<file path="src/rtl/toggle_sched_if.sv">
// Bundle of the request/grant signals shared between toggle_sched and its user.
// The master side drives requests and per-requester data/mode bits; the slave
// (the scheduler) drives the grant vector, the shared q bit and the status pulses.
`timescale 1ns/1ps

interface toggle_sched_if #(
  parameter int NREQ = 4
);
  logic [NREQ-1:0] req;
  logic [NREQ-1:0] din;
  logic [NREQ-1:0] tgl;
  logic [NREQ-1:0] gnt;
  logic            q;
  logic            busy;
  logic            done;
  logic            abort;

  modport master (
    output req, din, tgl,
    input  gnt, q, busy, done, abort
  );

  modport slave (
    input  req, din, tgl,
    output gnt, q, busy, done, abort
  );
endinterface

</file>
<file path="src/rtl/toggle_sched.sv">
// Round-robin grant scheduler with a shared one-bit register.
// A winning requester owns the grant for HOLD cycles (or less, if it drops its
// request). At the start of each grant the shared q bit is either loaded from
// the winner's din bit or inverted, depending on the winner's tgl bit.
// Release produces a one-cycle done pulse; abort accompanies it when the
// release was caused by the owner dropping its request.
`timescale 1ns/1ps

module toggle_sched #(
  parameter int NREQ = 4,
  parameter int HOLD = 3
) (
  input  logic          clk,
  input  logic          rst_n,
  toggle_sched_if.slave bus
);

  localparam int          PW       = $clog2(NREQ);
  localparam logic [3:0]  CNT_INIT = 4'(HOLD - 1);

  typedef enum logic {
    IDLE = 1'b0,
    OWN  = 1'b1
  } state_t;

  state_t          r_state;
  logic [NREQ-1:0] r_gnt;
  logic [3:0]      r_cnt;
  logic [PW-1:0]   r_ptr;
  logic [PW-1:0]   r_sel;
  logic            r_q;
  logic            r_done;
  logic            r_abort;

  state_t          w_state_next;
  logic [NREQ-1:0] w_gnt_next;
  logic [3:0]      w_cnt_next;
  logic [PW-1:0]   w_ptr_next;
  logic [PW-1:0]   w_sel_next;
  logic            w_q_next;
  logic            w_done_next;
  logic            w_abort_next;

  // Requests rotated so that bit 0 is the requester the pointer favours most.
  logic [NREQ-1:0] w_rot;
  logic [PW-1:0]   w_off;
  logic [PW-1:0]   w_sel;
  logic            w_any;

  for (genvar gi = 0; gi < NREQ; gi++) begin : g_rot
    logic [PW-1:0] w_idx;
    assign w_idx      = r_ptr + PW'(gi);
    assign w_rot[gi]  = bus.req[w_idx];
  end

  assign w_any = |w_rot;

  // Lowest set bit of the rotated vector gives the offset from the pointer.
  always_comb begin
    w_off = '0;
    for (int k = NREQ - 1; k >= 0; k--) begin
      if (w_rot[k]) begin
        w_off = PW'(k);
      end
    end
  end

  // Offset wraps naturally in PW bits, giving the modulo-NREQ search order.
  assign w_sel = r_ptr + w_off;

  // Next-state and registered-output logic for the IDLE/OWN controller.
  always_comb begin
    w_state_next = r_state;
    w_gnt_next   = r_gnt;
    w_cnt_next   = r_cnt;
    w_ptr_next   = r_ptr;
    w_sel_next   = r_sel;
    w_q_next     = r_q;
    w_done_next  = 1'b0;
    w_abort_next = 1'b0;

    case (r_state)
      IDLE: begin
        w_gnt_next = '0;
        if (w_any) begin
          w_state_next = OWN;
          w_gnt_next   = NREQ'(1) << w_sel;
          w_cnt_next   = CNT_INIT;
          w_sel_next   = w_sel;
          // din/tgl only matter here; they are ignored for the rest of the grant.
          w_q_next     = bus.tgl[w_sel] ? ~r_q : bus.din[w_sel];
        end
      end

      OWN: begin
        // Owner dropping its request wins over the hold counter.
        if (!bus.req[r_sel]) begin
          w_state_next = IDLE;
          w_gnt_next   = '0;
          w_done_next  = 1'b1;
          w_abort_next = 1'b1;
          w_ptr_next   = r_sel + PW'(1);
        end else if (r_cnt == 4'd0) begin
          w_state_next = IDLE;
          w_gnt_next   = '0;
          w_done_next  = 1'b1;
          w_ptr_next   = r_sel + PW'(1);
        end else begin
          w_cnt_next   = r_cnt - 4'd1;
        end
      end

      default: begin
        w_state_next = IDLE;
        w_gnt_next   = '0;
      end
    endcase
  end

  // State register; reset clears everything immediately, dropping any grant silently.
  always_ff @(posedge clk or negedge rst_n) begin
    if (!rst_n) begin
      r_state <= IDLE;
      r_gnt   <= '0;
      r_cnt   <= 4'd0;
      r_ptr   <= '0;
      r_sel   <= '0;
      r_q     <= 1'b0;
      r_done  <= 1'b0;
      r_abort <= 1'b0;
    end else begin
      r_state <= w_state_next;
      r_gnt   <= w_gnt_next;
      r_cnt   <= w_cnt_next;
      r_ptr   <= w_ptr_next;
      r_sel   <= w_sel_next;
      r_q     <= w_q_next;
      r_done  <= w_done_next;
      r_abort <= w_abort_next;
    end
  end

  assign bus.gnt   = r_gnt;
  assign bus.q     = r_q;
  assign bus.busy  = |r_gnt;
  assign bus.done  = r_done;
  assign bus.abort = r_abort;

endmodule

</file>
<file path="src/flat_wrapper.sv">
// flat-port wrapper written by rule: the top's interface ports become plain ports
module toggle_sched_flat 
#(
  parameter int NREQ = 4,
  parameter int HOLD = 3
)
  (clk, rst_n, bus_req, bus_din, bus_tgl, bus_gnt, bus_q, bus_busy, bus_done, bus_abort);
  toggle_sched_if #(.NREQ(NREQ)) bus_i ();
  input  logic clk;
  input  logic rst_n;
  input wire logic [$bits(bus_i.req)-1:0] bus_req;
  input wire logic [$bits(bus_i.din)-1:0] bus_din;
  input wire logic [$bits(bus_i.tgl)-1:0] bus_tgl;
  output wire logic [$bits(bus_i.gnt)-1:0] bus_gnt;
  output wire logic [$bits(bus_i.q)-1:0] bus_q;
  output wire logic [$bits(bus_i.busy)-1:0] bus_busy;
  output wire logic [$bits(bus_i.done)-1:0] bus_done;
  output wire logic [$bits(bus_i.abort)-1:0] bus_abort;
  assign bus_i.req = bus_req;
  assign bus_i.din = bus_din;
  assign bus_i.tgl = bus_tgl;
  assign bus_gnt = bus_i.gnt;
  assign bus_q = bus_i.q;
  assign bus_busy = bus_i.busy;
  assign bus_done = bus_i.done;
  assign bus_abort = bus_i.abort;
  toggle_sched #(.NREQ(NREQ), .HOLD(HOLD)) u_core (.clk(clk), .rst_n(rst_n), .bus(bus_i));
endmodule
</file>
<file path="config.mk">
export PLATFORM = sky130hd
export DESIGN_NAME = toggle_sched_flat
export DESIGN_NICKNAME = d
export VERILOG_FILES = /design/src/rtl/toggle_sched_if.sv /design/src/rtl/toggle_sched.sv /design/src/flat_wrapper.sv
export SDC_FILE = /design/constraint.sdc
export NUM_CORES = 1
export LEC_CHECK = 0
export CAP_MARGIN = 5
export CORE_ASPECT_RATIO = 0.75
export CORE_MARGIN = 2
export CORE_UTILIZATION = 52
export DETAILED_ROUTE_END_ITERATION = 16
export GPL_TIMING_DRIVEN = 0
export PLACE_DENSITY = 0.89
export SYNTH_ARGS = -nofsm -noshare
export SYNTH_HDL_FRONTEND = slang
export SYNTH_SLANG_ARGS = --single-unit
</file>
<file path="constraint.sdc">
create_clock -name clk -period 4.9 [get_ports clk]
set_input_delay 0.98 -clock clk [delete_from_list [all_inputs] [get_ports clk]]
set_output_delay 0.98 -clock clk [all_outputs]
set_load 0.01 [all_outputs]
</file>
==> images/route_heat.png <==
Scale: 4 px per um. 11 x 8 tiles, from dark purple (low) to yellow (high), scaled to the fullest tile. Values are wire area over tile area, all layers added.
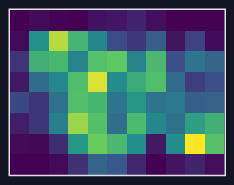
- tiles over half the peak: 28%
- nearly empty tiles: 10%
- mean over tiles: 0.15
- densest ninth of the die: centre
- fullest tile: 0.42
mean routed wirelength per cell: 13.2 um
global-route usage over all layers: 0.196
Via Count: 848
Total Routed Length: 1960 um

==> images/class_map.png <==
Scale: 12 px per um.
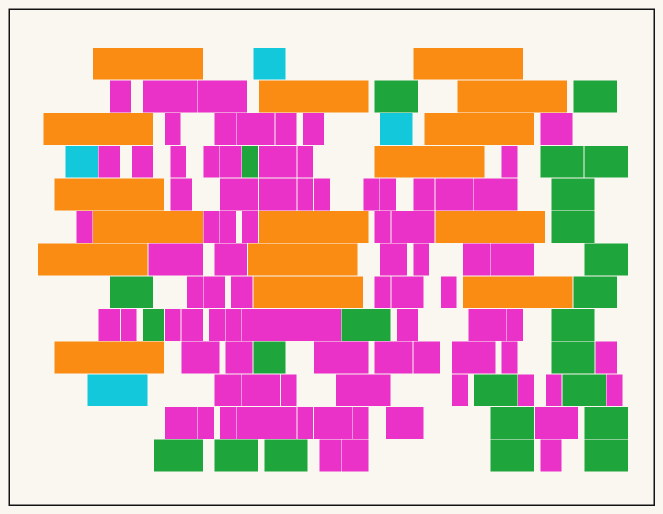
- cyan: clock drivers and dummy loads (cells 4)
- magenta: remaining logic cells (cells 83)
- green: remaining buffers and delay cells (cells 24)
- orange: registers (cells 16)
Core Area: 0.00174 mm^2
fraction of area in registers: 0.330
Finished Core Util: 0.697

==> run summary <==
On the backend side, the flow ran end to end.

The flow ran to the end, and the final reports show no timing, DRC or antenna violations. The clock tree buffer count of the final layout stands at 4. The number of buffers added by the clock tree synthesis step stands at 3. The wire-length estimate of the detail-placed layout is 1500 um.

The mux share of post-synthesis cell area stands at 0.0443. The count of unique library cells instantiated by Yosys stands at 36. Per the cell usage report, the commonest logic cell in the layout is clkdlybuf4s50_1. Among all stages on the critical path, the largest delay is contributed by clkdlybuf4s50_1.

The row count stands at 13. STA classifies the critical path endpoint as a flip-flop. Internal power comes to 0.000435 W.

Of the post-synthesis cell area, the dominant cell type holds 0.417. The depth of the worst register-to-register path stands at 10. In the finished design, the share of the clock period the worst path needs comes to 0.684. The clock network fraction of design power stands at 0.118. The simple-gate share of the synthesized area stands at 0.226. In the synthesized netlist the dominant register cell turns out to be dfrtp_1. The path length in cells of the critical path stands at 10.

The placement report lists the number of port buffers as 19. The filler cell count stands at 142. The longest clock path from root to sink contains 2 buffers. The detail route stage leaves a number of antenna-violating nets equal to 0. The layout summary lists the proportion of cells stronger than drive strength 1 as 0.126. The largest net degree at the start of global routing stands at 17. Counting flops with a built-in enable in the synthesized netlist gives 0. The critical path ends at u_core.bus.q. In the power breakdown, the biggest contributor is combinational cells.

The total number of warnings across the stage logs stands at 27. The cell-mix breakdown from Yosys lists the compound-gate area share as 0.196. Setup repair after global routing left no endpoint under its margin.

Of all the cell area in the finished design, non-clock buffers hold 0.189. The first detailed-routing pass took 5 iterations. The largest stage delay on the critical path stands at 0.64 ns. Among the non-sequential cells, simple AND/OR/NAND/NOR gates take the most area. The final timing report lists a hold violation count of 0. The post-place setup slack stands at 1.23 ns. Among all cell types in the netlist, the one instantiated most often is dfrtp_1. Sequential cells consume a total of 0.000225 W.

The multi-input combinational gate total stands at 78. The number of placed instances with taps included stands at 145. The area occupied by multi-input gates stands at 502 um^2. Of the total power, registers draw 0.307. The post-CTS hold buffer count recorded in the log is 0. The net count of the finished layout is 145. The number of DRC markers after the initial detailed-route iteration stands at 16.

The insertion delay at the late pin of the worst-skew pair stands at 0.29 ns. The worst setup path is of the input pin to flip-flop kind. The chip occupies 0.00221 mm^2. The wire length on met1 stands at 889 um. The portion of total power attributed to combinational logic stands at 0.575.

The routed design shows a via density per instance of 5.69. Measured along the y axis, the die boundary spans 41.2 um. The final critical delay including setup and external delays stands at 3.35 ns.

The number of setup buffers added after CTS stands at 0. Summed over all nets, wire length on met2 after detailed routing comes to 902 um. The worst hold path depth stands at 1. Static timing analysis puts the maximum clock frequency at 0.298 GHz.

The number of sinks on the clock net stands at 16.
==> images/m3.png <==
Scale: 10 px per um. Cells faint in the background.
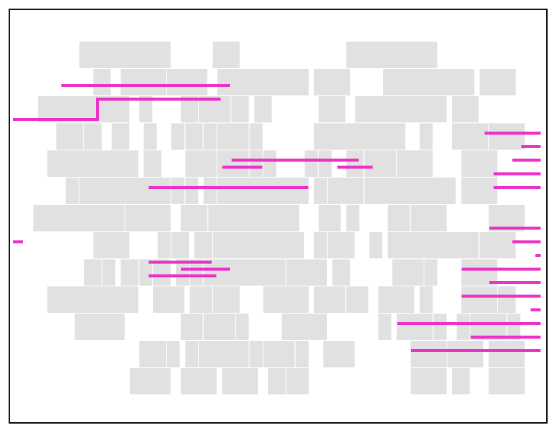
- wire length on this layer: 172 um
- share of all routed wire: 8.7%
- main direction: horizontal
GRT met3 Usage: 0.0839

Power is estimated from default activity; no workload was simulated.
